## src/rtl/seq_pp_multiplier.sv

```systemverilog
// Iterative partial-product multiplier: DIGIT bits of B per cycle, optional low-column truncation.
// Define SEQ_PP_SELFCHECK_EN to add an exact reference product and err_flag/err_mag outputs.
module seq_pp_multiplier #(
  parameter int unsigned WIDTH       = 8,
  parameter int unsigned DIGIT       = 2,
  parameter int unsigned APPROX_COLS = 0
) (
  input  logic                 clk,
  input  logic                 rst,
  input  logic                 in_valid,
  output logic                 in_ready,
  input  logic [WIDTH-1:0]     a,
  input  logic [WIDTH-1:0]     b,
  output logic                 out_valid,
  input  logic                 out_ready,
  output logic [2*WIDTH-1:0]   p,
  output logic                 busy
`ifdef SEQ_PP_SELFCHECK_EN
  ,
  output logic                 err_flag,
  output logic [2*WIDTH-1:0]   err_mag
`endif
);

  localparam int unsigned PW = 2 * WIDTH;
  localparam int unsigned N  = WIDTH / DIGIT;
  localparam int unsigned CW = (N > 1) ? $clog2(N) : 1;

  localparam logic [CW-1:0] LAST_CNT = CW'(N - 1);
  // Column j of the product survives only when j >= APPROX_COLS.
  localparam logic [PW-1:0] COL_MASK = {PW{1'b1}} << APPROX_COLS;

  generate
    if (DIGIT == 0) begin : g_bad_digit_zero
      $error("seq_pp_multiplier: DIGIT must be non-zero");
    end else if ((WIDTH % DIGIT) != 0) begin : g_bad_digit_mult
      $error("seq_pp_multiplier: WIDTH must be a multiple of DIGIT");
    end
    if (APPROX_COLS > 2 * WIDTH) begin : g_bad_approx
      $error("seq_pp_multiplier: APPROX_COLS must be in 0..2*WIDTH");
    end
  endgenerate

  typedef enum logic [1:0] {
    S_IDLE = 2'd0,
    S_RUN  = 2'd1,
    S_DONE = 2'd2
  } state_e;

  state_e          state_q;
  logic [PW-1:0]   a_q;
  logic [WIDTH-1:0] b_q;
  logic [PW-1:0]   acc_q;
  logic [PW-1:0]   acc_d;
  logic [PW-1:0]   pp_d;
  logic [CW-1:0]   cnt_q;
  logic [PW-1:0]   p_q;

`ifdef SEQ_PP_SELFCHECK_EN
  logic [PW-1:0]   exact_q;
  logic            err_flag_q;
  logic [PW-1:0]   err_mag_q;
`endif

  // a_q is pre-shifted to the current digit's weight, b_q shifted down so the digit sits at bit 0.
  always_comb begin
    pp_d = '0;
    for (int unsigned k = 0; k < DIGIT; k++) begin
      if (b_q[k]) begin
        pp_d = pp_d + ((a_q << k) & COL_MASK);
      end
    end
    acc_d = acc_q + pp_d;
  end

  always_ff @(posedge clk) begin
    if (rst) begin
      state_q <= S_IDLE;
      a_q     <= '0;
      b_q     <= '0;
      acc_q   <= '0;
      cnt_q   <= '0;
      p_q     <= '0;
`ifdef SEQ_PP_SELFCHECK_EN
      exact_q    <= '0;
      err_flag_q <= 1'b0;
      err_mag_q  <= '0;
`endif
    end else begin
      case (state_q)
        S_IDLE: begin
          if (in_valid) begin
            a_q     <= PW'(a);
            b_q     <= b;
            acc_q   <= '0;
            cnt_q   <= '0;
            state_q <= S_RUN;
`ifdef SEQ_PP_SELFCHECK_EN
            exact_q <= PW'(a) * PW'(b);
`endif
          end
        end
        S_RUN: begin
          acc_q <= acc_d;
          a_q   <= a_q << DIGIT;
          b_q   <= b_q >> DIGIT;
          cnt_q <= cnt_q + CW'(1);
          if (cnt_q == LAST_CNT) begin
            state_q <= S_DONE;
            p_q     <= acc_d;
`ifdef SEQ_PP_SELFCHECK_EN
            err_mag_q  <= exact_q - acc_d;
            err_flag_q <= (exact_q != acc_d);
`endif
          end
        end
        S_DONE: begin
          if (out_ready) begin
            state_q <= S_IDLE;
          end
        end
        default: begin
          state_q <= S_IDLE;
        end
      endcase
    end
  end

  assign in_ready  = (state_q == S_IDLE) & ~rst;
  assign out_valid = (state_q == S_DONE);
  assign busy      = (state_q != S_IDLE);
  assign p         = p_q;

`ifdef SEQ_PP_SELFCHECK_EN
  assign err_flag = err_flag_q;
  assign err_mag  = err_mag_q;
`endif

endmodule

```

## config.mk

```make
export PLATFORM = sky130hd
export DESIGN_NAME = seq_pp_multiplier
export DESIGN_NICKNAME = d
export VERILOG_FILES = /design/src/rtl/seq_pp_multiplier.sv
export SDC_FILE = /design/constraint.sdc
export NUM_CORES = 1
export LEC_CHECK = 0
export CAP_MARGIN = 20
export CORE_UTILIZATION = 45
export CTS_CLUSTER_SIZE = 25
export DETAILED_ROUTE_END_ITERATION = 7
export PLACE_DENSITY = 0.65
export SLEW_MARGIN = 40
export SYNTH_ARGS = -nofsm -noshare
export SYNTH_HDL_FRONTEND = slang
export SYNTH_SLANG_ARGS = --single-unit
```

## constraint.sdc

```tcl
create_clock -name clk -period 7.2 [get_ports clk]
set_clock_uncertainty 0.1 [all_clocks]
set_input_delay 1.44 -clock clk [delete_from_list [all_inputs] [get_ports clk]]
set_output_delay 1.44 -clock clk [all_outputs]
set_load 0.01 [all_outputs]
```

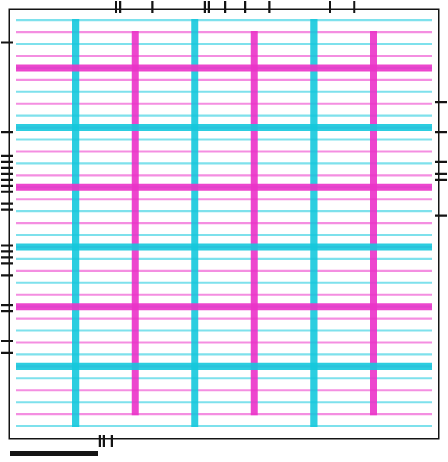
Run 1: floorplan with the power grid
The bar under the picture is 20 um long. Pins as bars on the die edge.
[magenta] VDD
[cyan] VSS
rows: 34
met4 straps: 6
met1 rails: 35
met5 straps: 6
signal pins: 39

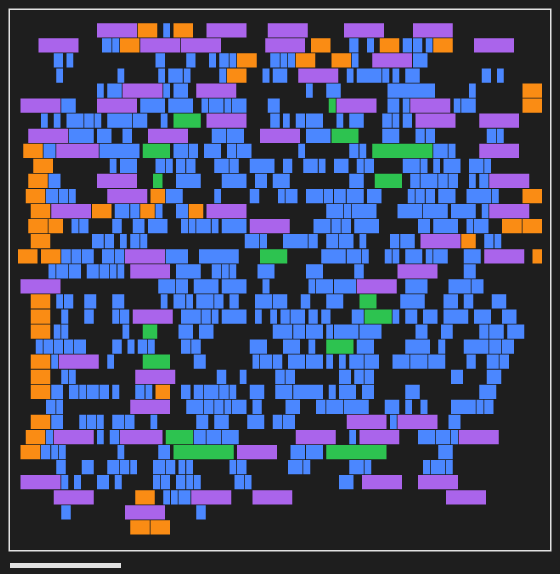
Run 1: cell classes on the final placement
The bar under the picture is 20 um long.
[green] clock drivers and dummy loads | cells: 16 | share of their area: 5.2%
[purple] flip-flops | cells: 60 | share of their area: 26%
[orange] other buffers and delay cells | cells: 44 | share of their area: 9.1%
[blue] all other logic | cells: 444 | share of their area: 60%
fin util: 0.5428
# rows: 34
core footprint: 8763 sq um
Seq area share: 0.2530
design area: 4757 sq um

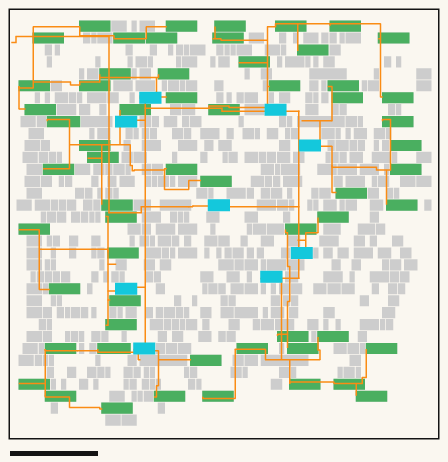
Run 1: clock distribution
The bar under the picture is 20 um long.
[green] flip-flops | count: 60
[cyan] cells driving clock nets | count: 9
[orange] clock wires | length: 935 um
routed clock nets: 10
flops lie: spread over the die

==> flow_metrics.env, run 1 <==
# implementation run metrics
export IMPL_status="completed"
export IMPL_synth_top_cell_by_area="dfxtp_1"
export IMPL_track_usage=0.2169
export IMPL_yosysTopAreaCellShare=0.2926
export IMPL_start_kind="flop"
export IMPL_dp_slack_ns=2.296
export IMPL_ys_sh_adder=0.08900
export IMPL_holdWs_ns=0.3546
export IMPL_tritoncts="built"
export IMPL_path_cells="buf_4 -> and2_1 -> ha_1 -> fa_1 -> a21oi_1 -> o211ai_2 -> o311a_1 -> or2_2 -> a32oi_1 -> xnor2_1 -> mux2_2 -> ha_1 -> and3_1 -> nand3_1 -> o211ai_1 -> a21oi_1 -> a21oi_1 -> or4_1 -> a21o_1 -> nand3_1"
export IMPL_p_leak_nw=1.998
export IMPL_root_buffer="clkbuf_8"
export IMPL_nets=607
export IMPL_synth_cell_types=60
export IMPL_ant_nets=0
export IMPL_slowest_stage="fa_1"
export IMPL_layout_min_cycle_time_ns=4.906
export IMPL_place_port_buffers=38
export IMPL_clock_sinks=60
export IMPL_worst_path_max_fanout=33
export IMPL_common_cells="nor2_1 (79), a21oi_1 (60), dfxtp_1 (60)"
export IMPL_cp_top_family="AND-OR/OR-AND gates"
export IMPL_dp_hpwl_mm=6.655
export IMPL_use_met3=0.03813
export IMPL_grt_pass1_wl_mm=16.74
export IMPL_cp_end_kind="flop"
export IMPL_peakVddDrop_mv=0.08678
export IMPL_reg2reg_from="b_q[0]"
export IMPL_fp_utilization=0.4684
export IMPL_topCombFamilyByArea="AND-OR/OR-AND gates"
export IMPL_p_comb_frac=0.134
export IMPL_seqPwrFrac=0.427
export IMPL_detail_route_iter0_violations=153
export IMPL_simple_gate_share=0.2447
export IMPL_cp_buffers_inverters=1
export IMPL_p_sw_w=0.0002306
export IMPL_cts_buffer_depth=2
export IMPL_setup_viol=0
export IMPL_syn_inst=541
export IMPL_synthesis_nets=589
export IMPL_grt_util_met1=0.2721
export IMPL_top_cell="nor2_1"
export IMPL_fin_tns_setup_ns=0
export IMPL_maxSlewHeadroom=0.5501
export IMPL_ys_sh_aoi=0.2496
export IMPL_ios=39
export IMPL_crit_cells=20
export IMPL_placed_area_sq_um=4516
export IMPL_globalplace_congestion=0.8575
export IMPL_openroad_warnings=28
export IMPL_flop_cell="dfxtp_1"
export IMPL_die_size_y_um=97.51
export IMPL_overflow=0
export IMPL_syn_cell_area_sq_um=4105
export IMPL_min_path_cells=2
export IMPL_post_route_period_util=0.6814
export IMPL_cts_buffers=9
export IMPL_chip_area_sq_um=9508
export IMPL_drv_cap=0
export IMPL_area_leaders="dfxtp_1 (29%), ha_1 (7.9%), a21oi_1 (7.3%)"
export IMPL_crit_arrival_ns=5.09
export IMPL_grtUsageMet2=0.3658
export IMPL_area_growth_pct=15.88
export IMPL_grt_max_degree=65
run 1: flip-flops by register name, summed over array words and instances (netlist names):
signal,flops
a_q,16
acc_q,16
p,16
b_q,8
cnt_q,2
state_q,2
run 1: cells in the final DEF (no fill, tap or decap), types with 3 or more instances in the layout:
cell type | synthesis | layout
mux2_2 | 5 | 5
and2_1 | 9 | 9
o21a_1 | 7 | 7
bufinv_16 | 0 | 3
o211ai_1 | 3 | 3
a22oi_1 | 21 | 21
nand2b_1 | 6 | 6
nand3_1 | 10 | 10
inv_1 | 7 | 7
xnor2_1 | 15 | 15
clkbuf_8 | 0 | 9
nor3_1 | 16 | 16
o31ai_1 | 3 | 3
nor2b_1 | 25 | 25
ha_1 | 26 | 26
clkdlybuf4s50_1 | 0 | 37
a211oi_1 | 3 | 3
dfxtp_1 | 60 | 58
xor2_1 | 13 | 13
nor2_1 | 79 | 78
o21ai_0 | 20 | 20
o21bai_1 | 4 | 4
nand2_1 | 55 | 55
a21oi_1 | 60 | 60
buf_4 | 0 | 6
or2_2 | 3 | 3
nand3b_1 | 3 | 3
a21o_1 | 12 | 12
run 1: area by class of cell:
type,count,area (sq um)
clock buffers,10,127.6
well taps,108,135.1
clock inverters,6,111.4
fillers,844,4006
multi-input cells,437,2733
flip-flops and latches,60,1204
inverters,7,26.28
repair buffers,44,420.4
run 1: power by group through the flow:
| stage | logic (W) | clock network [W] | registers, W |
|---|---|---|---|
| 2_1_floorplan | 0.0000950 | 0 | 0.000357 |
| 3_3_place_gp | 0.000112 | 0 | 0.000371 |
| 3_5_place_dp | 0.000114 | 0 | 0.000372 |
| 4_1_cts | 0.000115 | 0.000385 | 0.000364 |
| 5_1_grt | 0.000129 | 0.000398 | 0.000368 |
| 6_report | 0.000114 | 0.000376 | 0.000365 |
Run 1, track usage over the die:
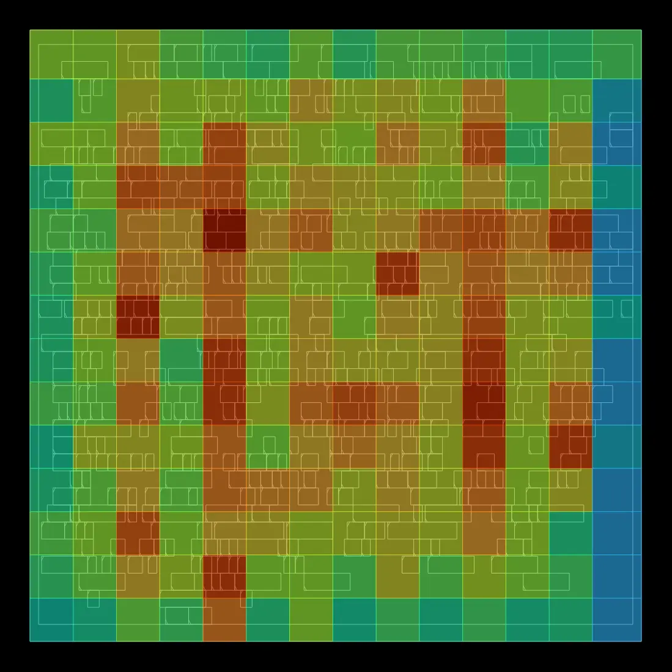

## Run 2: what changed since run 1
--- a/config.mk
+++ b/config.mk
@@ -9,7 +9,7 @@
 export CORE_UTILIZATION = 45
 export CTS_CLUSTER_SIZE = 25
 export DETAILED_ROUTE_END_ITERATION = 7
-export PLACE_DENSITY = 0.65
+export PLACE_DENSITY = 0.68
 export SLEW_MARGIN = 40
 export SYNTH_ARGS = -nofsm -noshare
 export SYNTH_HDL_FRONTEND = slang
==> constraint.sdc (replaced) <==
create_clock -name clk -period 4.46 [get_ports clk]
set_clock_uncertainty 0.1 [all_clocks]
set_input_delay 0.892 -clock clk [delete_from_list [all_inputs] [get_ports clk]]
set_output_delay 0.892 -clock clk [all_outputs]
set_load 0.01 [all_outputs]
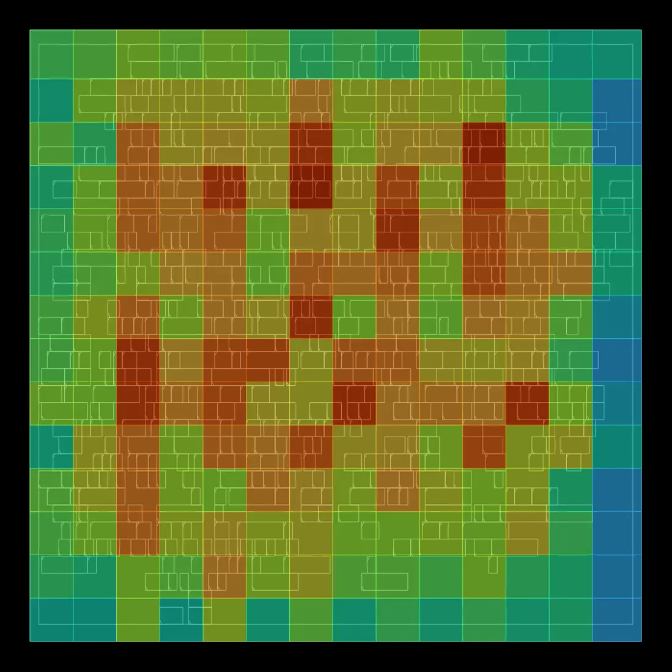
Run 2: track usage over the die
M2 GR Usage: 0.3453
met1 Resource Use GR: 0.2820

==> flow_metrics.env, run 2 <==
# implementation run metrics
export IMPL_cp_end_kind="flop"
export IMPL_yosysTopAreaCellShare=0.2926
export IMPL_overflow=0
export IMPL_use_met3=0.03957
export IMPL_edf_count=0
export IMPL_chip_area_sq_um=9508
export IMPL_maxSlewHeadroom=0.5433
export IMPL_cts_buffer_depth=2
export IMPL_mostFrequentLayoutCells="nor2_1 (77), dfxtp_1 (57), a21oi_1 (55), nand2_1 (54), clkdlybuf4s50_1 (37)"
export IMPL_lay_top_count="nor2_1"
export IMPL_start_kind="flop"
export IMPL_postLayoutCoreUtil=0.5628
export IMPL_detail_route_iter0_violations=146
export IMPL_layout_min_cycle_time_ns=4.368
export IMPL_top_cell="nor2_1"
export IMPL_holdWs_ns=0.3545
export IMPL_setup_viol=0
export IMPL_flop_cell="dfxtp_1"
export IMPL_path_cells="and2_4 -> ha_4 -> fa_2 -> o211ai_2 -> o211ai_2 -> o311a_1 -> o211ai_1 -> nand3_1 -> a32oi_1 -> xnor2_1 -> mux2_4 -> ha_4 -> and3_4 -> nand3_2 -> o211ai_1 -> a21oi_4 -> a21oi_4 -> xor3_1 -> a211oi_2"
export IMPL_dp_hpwl_mm=6.736
export IMPL_area_growth_pct=20.15
export IMPL_min_path_cells=2
export IMPL_worst_path_max_fanout=6
export IMPL_status="completed"
export IMPL_fin_area_sq_um=4932
export IMPL_dp_slack_ns=0.05676
export IMPL_core_sq_um=8763
export IMPL_fin_tns_setup_ns=0
export IMPL_place_port_buffers=38
export IMPL_synth_cell_types=60
export IMPL_crit_cells=19
export IMPL_slowest_stage="fa_2"
export IMPL_grt_max_degree=65
export IMPL_fp_utilization=0.4684
export IMPL_reg2reg_from="b_q[0]"
export IMPL_synthesis_nets=589
export IMPL_syn_cell_area_sq_um=4105
export IMPL_cp_top_family="AND-OR/OR-AND gates"
export IMPL_ant_nets=0
export IMPL_cts_buffers=9
export IMPL_root_buffer="clkbuf_8"
export IMPL_peakVddDrop_mv=0.1820
export IMPL_globalplace_congestion=0.8570
export IMPL_clkLatencyLatePin_ns=0.34
export IMPL_grt_pass1_wl_mm=16.73
export IMPL_ios=39
export IMPL_p_leak_nw=2.028
export IMPL_clock_sinks=60
export IMPL_openroad_warnings=29
export IMPL_fillers=831
export IMPL_common_cells="nor2_1 (79), a21oi_1 (60), dfxtp_1 (60)"
export IMPL_rows=34
export IMPL_cp_buffers_inverters=0
export IMPL_track_usage=0.2141
export IMPL_tritoncts="built"
export IMPL_stdcell_count=684
export IMPL_placed_area_sq_um=4618
export IMPL_area_leaders="dfxtp_1 (29%), ha_1 (7.9%), a21oi_1 (7.3%)"
export IMPL_syn_inst=541
export IMPL_post_route_period_util=0.9795
export IMPL_crit_arrival_ns=4.53
export IMPL_nets=619
export IMPL_synth_top_cell_by_area="dfxtp_1"
[run 2: netlist changes by cell type in the layout (fill, tap and decap cells not counted), sizes merged]
| cell | before | now |
|---|---|---|
| buf | 7 | 19 |
| inv | 8 | 7 |
| bufinv | 3 | 1 |
| clkinv | 1 | 4 |
[run 2: cells by family (layout without fill, tap and decap cells)]
family / count (synthesis) / count (layout) / synth area share
buf+inv: 44 / 79 / 0.04237
fa+ha+maj: 28 / 28 / 0.08900
xor+xnor: 29 / 29 / 0.06553
compound gates: 157 / 157 / 0.2496
mux: 6 / 6 / 0.01615
simple gates: 217 / 217 / 0.2447
flops: 60 / 60 / 0.2926
[run 2: final cells by class]
cell class,instances,area [sq um],area share
clock buffers,10,127.6,0.02588
inverters,7,26.28,0.005327
well taps,108,135.1,0.02740
flip-flops and latches,60,1207,0.2448
repair buffers,56,510.5,0.1035
clock inverters,6,65.06,0.01319
multi-input cells,437,2860,0.5799
[run 2: routing by layer]
metal	up-vias	share of wire
li1	1955	-
met1	1796	0.48
met2	58	0.48
met3	12	0.028
met4	0	0.015
met5	-	0
[run 2: final timing paths]
path	endpoint	slack (ns)
max	p[15]	0.09
min reg2reg	p[10]	0.35
max reg2reg	p[15]	0.09
min	p[10]	0.35
[run 2: power by group]
group	internal (W)	switching [W]	leakage (nW)	total, W
registers	0.000553	0.0000221	0.489	0.000575
logic	0.0000880	0.000120	1.44	0.000208
clock network	0.000258	0.000229	0.0962	0.000487
[run 2: what timing repair did]
| action | in CTS | in global routing |
|---|---|---|
| endpoints found under the setup margin | 0 | 6 |
| resized | 0 | 19 |
| hold buffers | 0 | 0 |
| buffers inserted | 0 | 6 |
Power is estimated from default activity; no workload was simulated.
